===== config.mk =====
export PLATFORM = sky130hd
export DESIGN_NAME = rom_scan_ctrl
export DESIGN_NICKNAME = d
export VERILOG_FILES = /design/src/rtl/rom_scan_ctrl.sv
export SDC_FILE = /design/constraint.sdc
export NUM_CORES = 1
export LEC_CHECK = 0
export ABC_AREA = 1
export CELL_PAD_IN_SITES_DETAIL_PLACEMENT = 0
export CELL_PAD_IN_SITES_GLOBAL_PLACEMENT = 1
export CORE_MARGIN = 5
export CORE_UTILIZATION = 41
export DETAILED_ROUTE_END_ITERATION = 16
export PLACE_DENSITY_LB_ADDON = 0.1
export REMOVE_ABC_BUFFERS = 1
export SYNTH_ARGS = -nofsm -noshare
export SYNTH_HDL_FRONTEND = slang
export SYNTH_SLANG_ARGS = --single-unit

===== constraint.sdc =====
create_clock -name clk -period 3.6 [get_ports clk]
set_input_delay 0.9 -clock clk [delete_from_list [all_inputs] [get_ports clk]]
set_output_delay 0.9 -clock clk [all_outputs]
set_load 0.02 [all_outputs]

===== src/rtl/rom_scan_ctrl.sv =====
// rtl/rom_scan_ctrl.sv - ROM scan controller: reads addresses 0..LAST_ADDR and sums accepted words.
// Optional build macro: SCAN_ODD_FILTER_EN (when defined, only words with bit 0 set are accepted).

module rom_scan_ctrl #(
   parameter logic [3:0] LAST_ADDR = 4'hF
) (
   input  logic        clk,
   input  logic        rst,
   input  logic        start,
   output logic [3:0]  rom_addr,
   output logic        rom_rd_en,
   input  logic [31:0] rom_data,
   output logic        busy,
   output logic        done,
   output logic [35:0] sum,
   output logic [4:0]  match_cnt
);

   typedef enum logic [1:0] {
      IDLE  = 2'd0,
      SCAN  = 2'd1,
      DRAIN = 2'd2,
      DONE  = 2'd3
   } state_t;

   state_t      state;
   state_t      state_nxt;
   logic [3:0]  counter;
   logic [31:0] data_q;
   logic        valid_q;
   logic        word_accept;
   logic        scan_start;

   // A start request is only honoured from IDLE; elsewhere it is dropped.
   assign scan_start = (state == IDLE) && start;

`ifdef SCAN_ODD_FILTER_EN
   assign word_accept = data_q[0];
`else
   assign word_accept = 1'b1;
`endif

   // State register; reset wins over everything else.
   always_ff @(posedge clk) begin
      if (rst) begin
         state <= IDLE;
      end else begin
         state <= state_nxt;
      end
   end

   // Next-state and Moore outputs; the ROM address is only driven from the counter while scanning.
   always_comb begin
      state_nxt = state;
      rom_rd_en = 1'b0;
      rom_addr  = 4'd0;
      busy      = 1'b0;
      done      = 1'b0;
      case (state)
         IDLE: begin
            if (start) begin
               state_nxt = SCAN;
            end
         end
         SCAN: begin
            rom_rd_en = 1'b1;
            rom_addr  = counter;
            busy      = 1'b1;
            if (counter == LAST_ADDR) begin
               state_nxt = DRAIN;
            end
         end
         DRAIN: begin
            busy      = 1'b1;
            state_nxt = DONE;
         end
         DONE: begin
            done      = 1'b1;
            state_nxt = IDLE;
         end
         default: begin
            state_nxt = IDLE;
         end
      endcase
   end

   // Address counter: cleared on an accepted start, advances during SCAN and saturates at LAST_ADDR.
   always_ff @(posedge clk) begin
      if (rst) begin
         counter <= 4'd0;
      end else if (scan_start) begin
         counter <= 4'd0;
      end else if ((state == SCAN) && (counter != LAST_ADDR)) begin
         counter <= counter + 4'd1;
      end
   end

   // Capture stage: every SCAN cycle registers the ROM word; any other state empties the stage.
   always_ff @(posedge clk) begin
      if (rst) begin
         data_q  <= 32'd0;
         valid_q <= 1'b0;
      end else if (state == SCAN) begin
         data_q  <= rom_data;
         valid_q <= 1'b1;
      end else begin
         valid_q <= 1'b0;
      end
   end

   // Accumulate stage: one cycle behind capture, so the last word lands during DRAIN.
   always_ff @(posedge clk) begin
      if (rst) begin
         sum       <= 36'd0;
         match_cnt <= 5'd0;
      end else if (scan_start) begin
         sum       <= 36'd0;
         match_cnt <= 5'd0;
      end else if (valid_q && word_accept) begin
         sum       <= sum + {4'd0, data_q};
         match_cnt <= match_cnt + 5'd1;
      end
   end

endmodule


==> changes_impl.md <==
## Flow update

* HP Start: match_cnt[4]
* Top cells by area: dfxtp_1, nand2_1, inv_1
* Tmin final at approximately 3100 ps
* Grt met3 use at 4.92%
* Clock buffer count from CTS at 9
* Row Count at around 42
* Asr flop ratio synth at 0%
* Storage cell area at 0.00160 mm²
* Die W at around 130 µm
* Flops after synth at ~80
* Internal Dissipation at roughly 2.1 mW
* P_sw at 1.44 mW
* FMAX at 328 MHz
* Initial antenna violation count at 0
* Clk pwr share at about a quarter
* Most used logic cell in the final layout: nand2_1
* CTS Buffer Depth at 2
* Diodes inserted at 0
* Startpoint types: register
* Drt total wl at between 15 and 20 mm
* Final hold slack at 456 ps
* Top-area cell share at 28.9%
* Pleak at approximately 3.5 nW
* Worst hold path type: register to register
* Non-filler instance count after layout at between 1,000 and 1,500
* Fin area at slightly below 0.007 mm²
* Cell Pwr Density at 518 mW/mm²
* Routability cong. at 0.905
* Most used routing layer: met2
* I/O pin total at 83
* Worst setup path start: state[1]
* Via count at ~5,500
* Mean Syn Cell Area at approximately 6.1 µm²
* Die area at about 0.016 mm²
* Critical Path AT at roughly 2200 ps
* Seq share, synth at 28.9%
* Fin Clk Skew at 11.3 ps
* Setup CP Type: register to primary output
* Crit path capture type: primary output
* Top-count cell post-synth: nand2_1
* GRT met2 Usage at 30.9%
* Most instantiated logic cells after routing: nand2_1, inv_1, nor2_1, clkdlybuf4s50_1, dfxtp_1
* Cell count in the Yosys report at just over 900
* Buffers added on ports at around 82
* Final net count at around 1,100
* Unrepaired setup endpoints after global routing: false
* DRC at 0
* Logic area at about 0.0033 mm²
* EDFF count, synth at 0
* First-pass GRT wire length at between 20 and 30 mm
* Clock sink count at about 80
* Comb pwr share at between 40% and 50%
* Sw Ratio at 40.7%
* Root Driver: clkbuf_16
* Top cells by count: nand2_1, inv_1, nor2_1
* Core area at around 0.013 mm²
* Final hold violation count at 0
* Final core utilization at 51.4%
* Yosys Chip Area at 0.00555 mm²
* Area after DPL at 0.00654 mm²
* Max Transition Viols Final at 0
* Total GRT Usage at 20.4%
* Via-to-Cell Ratio at between 4 and 5
* CTS tree: done
* Finish-stage setup viols at 0
* Worst rel slew slack at between 30% and 40%
* Antenna Nets Post-Route at 0
* HPWL after DPL at about 12 mm
* Cell count after synthesis at around 900
* Design Power at ~3.5 mW
* Fin worst setup slack at roughly 550 ps
* DRT iter0 DRCs at ~280
* Post-cts gate resize count at 0
* Measured slew at the worst slew-check pin at about 930 ps
* Max Cap Violations at 0
* Total gr overflow at 0
* R2R Path Start: state[1]
* Post-CTS Setup Bufs at 0
* Critical path peak fanout at 28
* Outcome: finished, final reports clean
* Cell type with the largest total area: dfxtp_1
* Inst Count DP at 1,151
* Chip Height at roughly 130 µm
* Routed WL per cell at 13.4 µm
* CTS clk-pin slew, worst paths at around 60 ps
* Setup_tns at 0 ps
* H-tree depth at 3
* Layout fillers at around 1,500
* Pre-antenna DRT Iters at 6
* Main flop type: dfxtp_1
* Cell Type Count at 33
* Peak supply drop at between 0.4 and 0.5 mV
* # hold bufs at CTS at 0
* Vias in the first global route at about 5,300
* Starting Density at between 40% and 50%
* Yosys Warn Count at 0
* Global Route met1 Usage at 28.9%
* Cell area after synthesis at about 0.0055 mm²
* DP Worst Slack at about 880 ps
* Synthesis-to-layout area growth at 22.8%
* Log Warnings at 29
* Seq pwr share at about a third
* Share of layout cells above drive strength 1 at under 10%
* Largest net degree at the start of global routing at 47
* Crit share post-route at around 85%
cell families (layout without fill, tap and decap cells):
kind of cell             Yosys count  count (layout)  share of synthesized area, %
AND/OR/NAND/NOR                  487             487                          36.5
buffers and inverters            166             247                          11.4
AND-OR/OR-AND                    122             122                          11.7
flip-flops                        80              80                          28.9
adder cells (fa/ha/maj)           40              40                          9.16
XOR/XNOR                          15              15                          2.37
sequential cells by signal (all words and copies together), names as in the netlist:
signal and flops:
data_q 32, counter 4, state 2, match_cnt 5
sum 36, valid_q 1
path summary, 6_finish.rpt:
path / to / slack [ps] / cells past startpoint
max: rom_addr[3] / 550 / 5
min: match_cnt[4] / 460 / 1
max reg2reg: data_q[24] / 1350 / 7
min reg2reg: match_cnt[4] / 460 / 1
routing by layer:
| metal | up-vias | part of all wire (%) |
|---|---|---|
| met1 | 2415 | 52 |
| li1 | 2989 | - |
| met3 | 13 | 5.5 |
| met2 | 114 | 41 |
| met4 | 0 | 1.7 |
| met5 | - | 0 |
worst max-delay path: stages (launching register included):
cell,delay [ps]
dfxtp_1,320
inv_1,120
ha_2,570
nand2_1,110
inv_1,80
clkdlybuf4s50_1,590
cell type report:
type | instances | share of cell area, %
timing repair buffer | 88 | 12.7
multi-input combinational | 664 | 48.7
clock inverter | 5 | 0.496
clock buffer | 11 | 3.42
inverter | 143 | 7.88
sequential | 80 | 23.5
tap | 176 | 3.23
power groups by stage:
stage	sequential, mW	clock, mW	combinational (mW)
5_1_grt	1.26	0.921	1.64
4_1_cts	1.23	0.884	1.47
3_3_place_gp	1.25	0	1.45
6_report	1.23	0.854	1.45
2_1_floorplan	1.28	0	0.884
3_5_place_dp	1.24	0	1.46
Figure 1. The metal 1 layer.
Scale bar: 50 µm. Supply wires on this layer in grey.
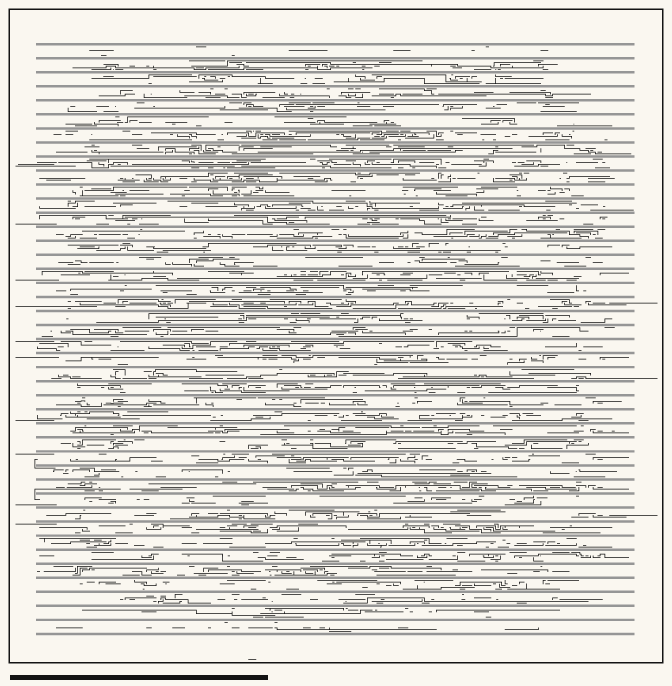
wire length on this layer: 8,050 µm
longest straight run: 40.9 µm
nets with wire on the layer: 980

Figure 2. Signal wires on met2.
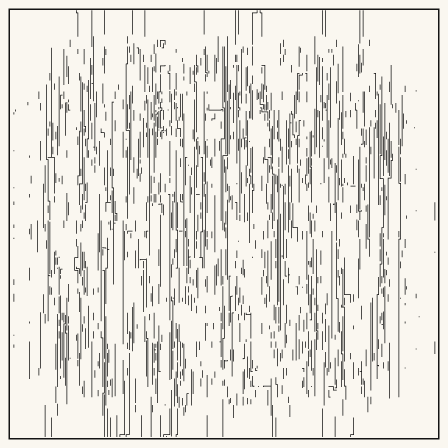
longest straight run: 46.6 µm
wire length on this layer: 6,440 µm

Figure 3. M3 wires.
Scale bar: 50 µm.
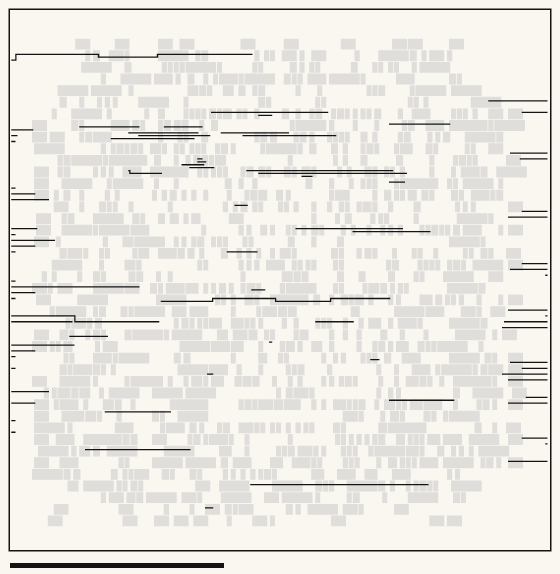
wire length on this layer: 861 µm
longest straight run: 41.4 µm
share of all routed wire: 5.5%

Figure 4. M4 wires.
Supply wires on this layer in grey.
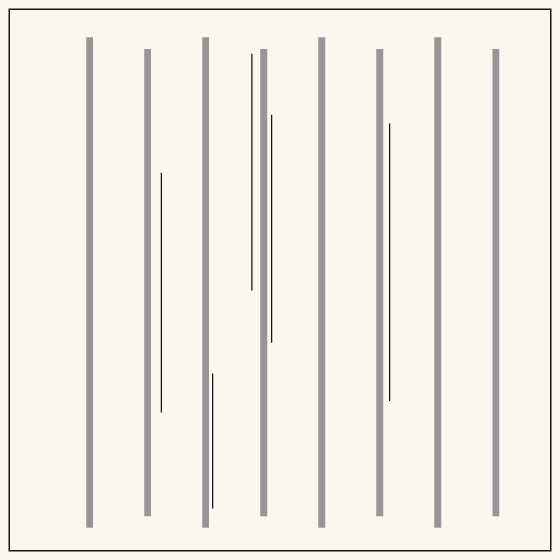
share of all routed wire: 1.7%
nets with wire on the layer: 4

Power and IR drop assume default switching activity.
